Figure 1. Placed standard cells.
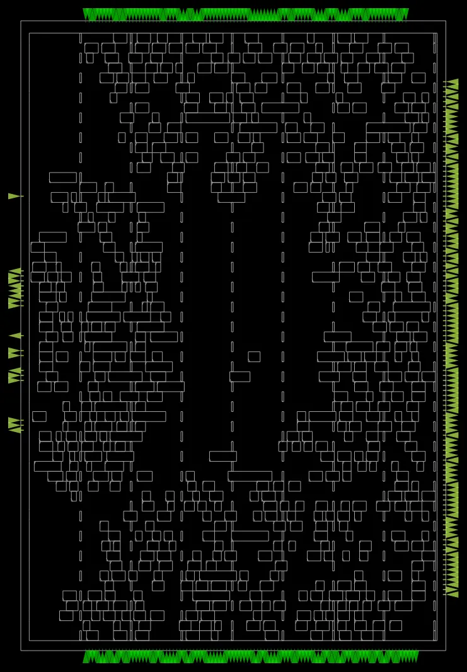
Figure 2. Placement by cell class.
Fill, decap, tap and diode cells in gray.
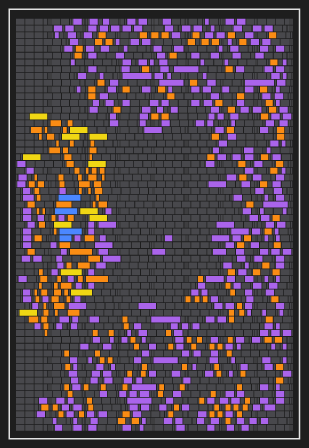
Figure 3. Wiring heat map.
Scale bar: 20 um. The die is cut into 23 by 34 equal tiles; black is low, pale yellow is high, scaled to the fullest tile. Values are wire area over tile area, all layers added.
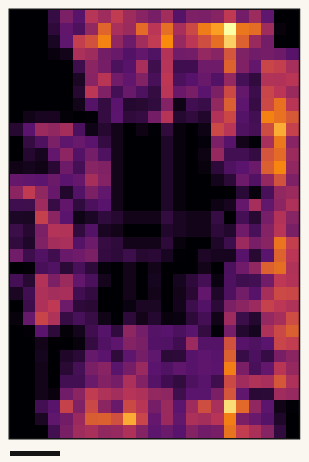
Figure 4. Zoomed window.
Scale bar: 20 um. Region (4, 18) to (54, 68) um. Cells in gray, sequential cells in the stronger gray; small squares are vias.
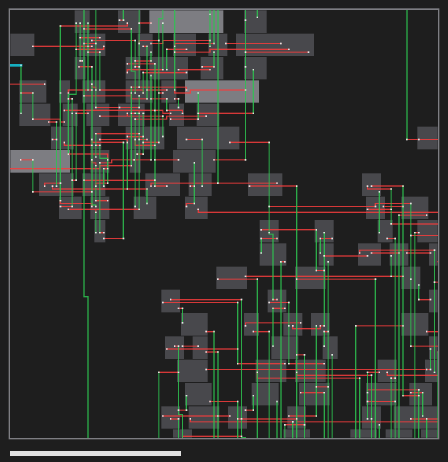
===== src/rtl/wb_arbiter2.sv =====
// wb_arbiter2 - two-master, one-slave Wishbone classic arbiter (registered-ack slave).
//
// Shares one slave (typically on-chip BRAM) between two bus masters, e.g. a CPU
// and a DMA engine. Grants are round-robin and held for the owner's whole cyc.
// IDLE always separates two owners, so the slave sees cyc/stb low and can drop
// its held ack. A timeout guard errors an owner whose strobe goes unanswered.
//
// Parameters
//   ADDR_WIDTH  width of all address ports
//   TIMEOUT     stalled strobe cycles before the arbiter errors the owner (0 = off)
//
// Ports
//   sys_clk_i            clock, everything on the rising edge
//   sys_rst_i            synchronous active-high reset
//   mN_cyc_i / mN_stb_i  master N bus request and strobe (N = 0, 1)
//   mN_we_i / mN_sel_i   master N write enable and byte selects
//   mN_adr_i / mN_mosi_i master N byte address and write data
//   mN_miso_o            read data returned to master N (0 unless owner)
//   mN_ack_o / mN_err_o  ack / err returned to master N (0 unless owner)
//   s_cyc_o .. s_mosi_o  owner's request routed to the slave
//   s_miso_i             slave read data
//   s_ack_i / s_err_i    slave ack / err, held high until stb drops

module wb_arbiter2 #(
  parameter int ADDR_WIDTH = 32,
  parameter int TIMEOUT    = 255
) (
  input  logic                  sys_clk_i,
  input  logic                  sys_rst_i,

  input  logic                  m0_cyc_i,
  input  logic                  m0_stb_i,
  input  logic                  m0_we_i,
  input  logic [3:0]            m0_sel_i,
  input  logic [ADDR_WIDTH-1:0] m0_adr_i,
  input  logic [31:0]           m0_mosi_i,
  output logic [31:0]           m0_miso_o,
  output logic                  m0_ack_o,
  output logic                  m0_err_o,

  input  logic                  m1_cyc_i,
  input  logic                  m1_stb_i,
  input  logic                  m1_we_i,
  input  logic [3:0]            m1_sel_i,
  input  logic [ADDR_WIDTH-1:0] m1_adr_i,
  input  logic [31:0]           m1_mosi_i,
  output logic [31:0]           m1_miso_o,
  output logic                  m1_ack_o,
  output logic                  m1_err_o,

  output logic                  s_cyc_o,
  output logic                  s_stb_o,
  output logic                  s_we_o,
  output logic [3:0]            s_sel_o,
  output logic [ADDR_WIDTH-1:0] s_adr_o,
  output logic [31:0]           s_mosi_o,
  input  logic [31:0]           s_miso_i,
  input  logic                  s_ack_i,
  input  logic                  s_err_i
);

  // Counter wide enough to reach TIMEOUT; one dummy bit when the guard is off.
  localparam int TW = (TIMEOUT > 0) ? $clog2(TIMEOUT + 1) : 1;

  typedef enum logic [1:0] {
    IDLE,
    OWN0,
    OWN1
  } state_t;

  state_t          state_q, state_d;
  logic            last_q, last_d;
  logic [TW-1:0]   tcnt_q, tcnt_d;
  logic            to_hit_q, to_hit_d;

  logic                  own0, own1;
  logic                  own_cyc, own_stb, own_we;
  logic [3:0]            own_sel;
  logic [ADDR_WIDTH-1:0] own_adr;
  logic [31:0]           own_mosi;
  logic                  stall;

  // Reset masks ownership immediately so an aborted transfer forwards nothing
  // to either side during the reset cycle itself.
  assign own0 = (state_q == OWN0) && !sys_rst_i;
  assign own1 = (state_q == OWN1) && !sys_rst_i;

  // Route the current owner's request; everything is zero while idle.
  always_comb begin
    own_cyc  = 1'b0;
    own_stb  = 1'b0;
    own_we   = 1'b0;
    own_sel  = '0;
    own_adr  = '0;
    own_mosi = '0;
    if (own0) begin
      own_cyc  = m0_cyc_i;
      own_stb  = m0_stb_i;
      own_we   = m0_we_i;
      own_sel  = m0_sel_i;
      own_adr  = m0_adr_i;
      own_mosi = m0_mosi_i;
    end else if (own1) begin
      own_cyc  = m1_cyc_i;
      own_stb  = m1_stb_i;
      own_we   = m1_we_i;
      own_sel  = m1_sel_i;
      own_adr  = m1_adr_i;
      own_mosi = m1_mosi_i;
    end
  end

  // After a timeout the strobe is withheld from the slave so it never sees a
  // stale request while the owner is still being errored.
  assign s_cyc_o  = own_cyc;
  assign s_stb_o  = own_stb & ~to_hit_q;
  assign s_we_o   = own_we;
  assign s_sel_o  = own_sel;
  assign s_adr_o  = own_adr;
  assign s_mosi_o = own_mosi;

  // The arbiter-generated err lasts only while the owner keeps its strobe up.
  assign m0_miso_o = own0 ? s_miso_i : 32'h0;
  assign m0_ack_o  = own0 & s_ack_i & ~to_hit_q;
  assign m0_err_o  = own0 & ((s_err_i & ~to_hit_q) | (to_hit_q & m0_stb_i));
  assign m1_miso_o = own1 ? s_miso_i : 32'h0;
  assign m1_ack_o  = own1 & s_ack_i & ~to_hit_q;
  assign m1_err_o  = own1 & ((s_err_i & ~to_hit_q) | (to_hit_q & m1_stb_i));

  assign stall = s_stb_o & ~s_ack_i & ~s_err_i;

  // Next-state: arbitration from IDLE, release on cyc low, timeout tracking.
  always_comb begin
    state_d  = state_q;
    last_d   = last_q;
    tcnt_d   = tcnt_q;
    to_hit_d = to_hit_q;
    case (state_q)
      IDLE: begin
        tcnt_d   = '0;
        to_hit_d = 1'b0;
        if (m0_cyc_i && m1_cyc_i) begin
          state_d = last_q ? OWN0 : OWN1;
        end else if (m0_cyc_i) begin
          state_d = OWN0;
        end else if (m1_cyc_i) begin
          state_d = OWN1;
        end
      end
      OWN0, OWN1: begin
        if (!own_cyc) begin
          state_d  = IDLE;
          last_d   = (state_q == OWN1);
          tcnt_d   = '0;
          to_hit_d = 1'b0;
        end else if (TIMEOUT > 0) begin
          if (to_hit_q) begin
            tcnt_d = '0;
            if (!own_stb) begin
              to_hit_d = 1'b0;
            end
          end else if (stall) begin
            if (tcnt_q == TW'(TIMEOUT - 1)) begin
              to_hit_d = 1'b1;
            end
            if (tcnt_q != '1) begin
              tcnt_d = tcnt_q + 1'b1;
            end
          end else begin
            tcnt_d = '0;
          end
        end
      end
      default: begin
        state_d  = IDLE;
        tcnt_d   = '0;
        to_hit_d = 1'b0;
      end
    endcase
  end

  // State registers; reset lets master 0 win the first tie.
  always_ff @(posedge sys_clk_i) begin
    if (sys_rst_i) begin
      state_q  <= IDLE;
      last_q   <= 1'b1;
      tcnt_q   <= '0;
      to_hit_q <= 1'b0;
    end else begin
      state_q  <= state_d;
      last_q   <= last_d;
      tcnt_q   <= tcnt_d;
      to_hit_q <= to_hit_d;
    end
  end

endmodule


===== config.mk =====
export PLATFORM = sky130hd
export DESIGN_NAME = wb_arbiter2
export DESIGN_NICKNAME = d
export VERILOG_FILES = /design/src/rtl/wb_arbiter2.sv
export SDC_FILE = /design/constraint.sdc
export NUM_CORES = 1
export LEC_CHECK = 0
export CAP_MARGIN = 25
export CELL_PAD_IN_SITES_DETAIL_PLACEMENT = 1
export CELL_PAD_IN_SITES_GLOBAL_PLACEMENT = 2
export CORE_ASPECT_RATIO = 1.5
export CORE_MARGIN = 2
export CORE_UTILIZATION = 10
export CTS_CLUSTER_SIZE = 25
export DETAILED_ROUTE_END_ITERATION = 10
export PLACE_DENSITY_LB_ADDON = 0.2
export SLEW_MARGIN = 30
export SYNTH_ARGS = -nofsm -noshare
export SYNTH_HDL_FRONTEND = slang
export SYNTH_SLANG_ARGS = --single-unit

===== constraint.sdc =====
create_clock -name sys_clk_i -period 2.31 [get_ports sys_clk_i]
set_input_delay 0.462 -clock sys_clk_i [delete_from_list [all_inputs] [get_ports sys_clk_i]]
set_output_delay 0.462 -clock sys_clk_i [all_outputs]
set_load 0.005 [all_outputs]

==> qor.csv <==
metric,value,unit
worst-path-stages,7,
startpoint_type,input pin,
crit-reg2reg-capture,tcnt_q[6]$_SDFFE_PP0P_,
worst_path_largest_cell_delay,0.51,ns
timing.slew.headroom,74.5,%
first_global_vias,3425,
grt_start_max_net_pins,18,
tool_warnings,31,
endpoint,m1_miso_o[13],
floorplan.nets,427,
setup_viol,0,
dpl.cell_count,818,
finalWorstPathRequiredPeriod,2.31,ns
number_of_cells_in_the_yosys_synthesis_report,244,
route.met3.wl,1.18,mm
critical-path-top-delay-family,buffers and inverters,
chip_area,20000,um2
grt_first_pass_wirelength,21.2,mm
timing.critical_path.fanout_max,16,
cts_setup_buffers,16,
rsz0062_at_grt,true,
fin_skew,0.00161,ns
placed_cell_area,5620,um2
critical_path_required,1.85,ns
drt_first_pass_iters,4,
crit_path_capture_type,primary output,
cpMaxStageDelayCell,clkdlybuf4s50_1,
io_buffers,316,
regToRegSetupSlack,0.17,ns
path_cells,clkdlybuf4s15_2 -> buf_6 -> nor2b_4 -> buf_4 -> buf_12 -> and2_1 -> clkdlybuf4s50_1,
cts_tree,done,
synthDominantCellAreaShare,32.1,%
synthDistinctLibCells,40,
holdPathStages,2,
run_status,completed,
final_ws_setup,0.00435,ns
whs,0.528,ns
fraction_of_layout_cells_with_a_size_suffix_above_1,24.0,%
swShare,27.5,%
globalRoute.totalOverflow,0,
gr-usage-met1,14.6,%
count_of_placed_standard_cells_in_the_final_layout_fillers_left_out,858,
crit_buf_inv,5,
num_rows,61,
worstPathArrival,1.84,ns
cell_area_after_layout,5900,um2
cts_buffers,3,
About Figure 1:
post-layout utilization of the core: 32.0%
count of inserted tapcells: 252

About Figure 2:
Yellow is flops, cells 12, share of their area 4.4%. Orange is combinational and other logic, cells 209, share of their area 28%. Purple is other buffers and delay cells, cells 380, share of their area 66%. Blue is clock drivers and dummy loads, cells 4, share of their area 1.6%.

About Figure 3:
The fullest tile reaches 0.53. The emptiest ninth of the die: middle. The densest ninth of the die: top right.
overall fraction of global-route tracks in use: 14.0%
DR vias: 3378
final routed wirelength across all metal layers: 15.6 mm

About Figure 4:
Red is metal 1. Cyan is metal 3. Green is metal 2.
Most frequent: and2_1 (17), buf_4 (14), clkdlybuf4s50_1 (11). Netlist names of flops here include state_q (2), last_q (1). Sequential cells in the window: 3. 87 logic cells have their middle in the window.

==> state kept, by name (all words and copies together), names as in the netlist <==
name      flops
tcnt_q        8
state_q       2
last_q        1
to_hit_q      1
==> cells in the final DEF, fill, tap and decap left out, types with 9 or more instances in the layout <==
| cell type | instances |
|---|---|
| buf_4 | 38 |
| clkbuf_2 | 24 |
| and2_1 | 64 |
| dlygate4sd2_1 | 60 |
| dfxtp_1 | 10 |
| clkdlybuf4s50_1 | 178 |
| buf_12 | 11 |
| nand2_1 | 9 |
| a22o_1 | 69 |
| clkdlybuf4s15_1 | 17 |
| buf_2 | 31 |
==> kinds of logic after synthesis <==
group	share of synthesized area [%]
and+or+nand+nor	34.3
buffers and inverters	6.78
adders and majority gates	3.32
xor gates and xnor gates	1.40
DFF	12.8
muxes	0.532
AOI/OAI and AO/OA	40.9
==> cell type report <==
type | instances | area (um2) | area share [%]
repair buffers | 380 | 3670 | 62.1
flip-flops and latches | 12 | 248 | 4.20
diodes | 1 | 2.50 | 0.0424
well taps | 252 | 315 | 5.34
clock buffers | 4 | 88.8 | 1.50
multi-input cells | 204 | 1560 | 26.4
inverters | 5 | 23.8 | 0.403
==> power groups by stage <==
stage / sequential (W) / combinational, W / clock [W]
floorplan: 0.000223 / 0.000239 / 0
global placement: 0.000224 / 0.000933 / 0
detailed placement: 0.000225 / 0.000939 / 0
CTS: 0.000225 / 0.000980 / 0.000369
global route: 0.000226 / 0.00105 / 0.000375
finish: 0.000225 / 0.000974 / 0.000360
==> worst register-to-register path: stages, from the launching register on <==
cell and delay (ns):
dfxtp_4 0.37, inv_4 0.05, ha_4 0.15, buf_4 0.13, buf_4 0.12, buf_4 0.13, nand3b_2 0.20, buf_4 0.15
a211oi_2 0.38, nand3_4 0.20, nor3_2 0.20
No activity file was given, so power comes from the tool's default toggle rates.
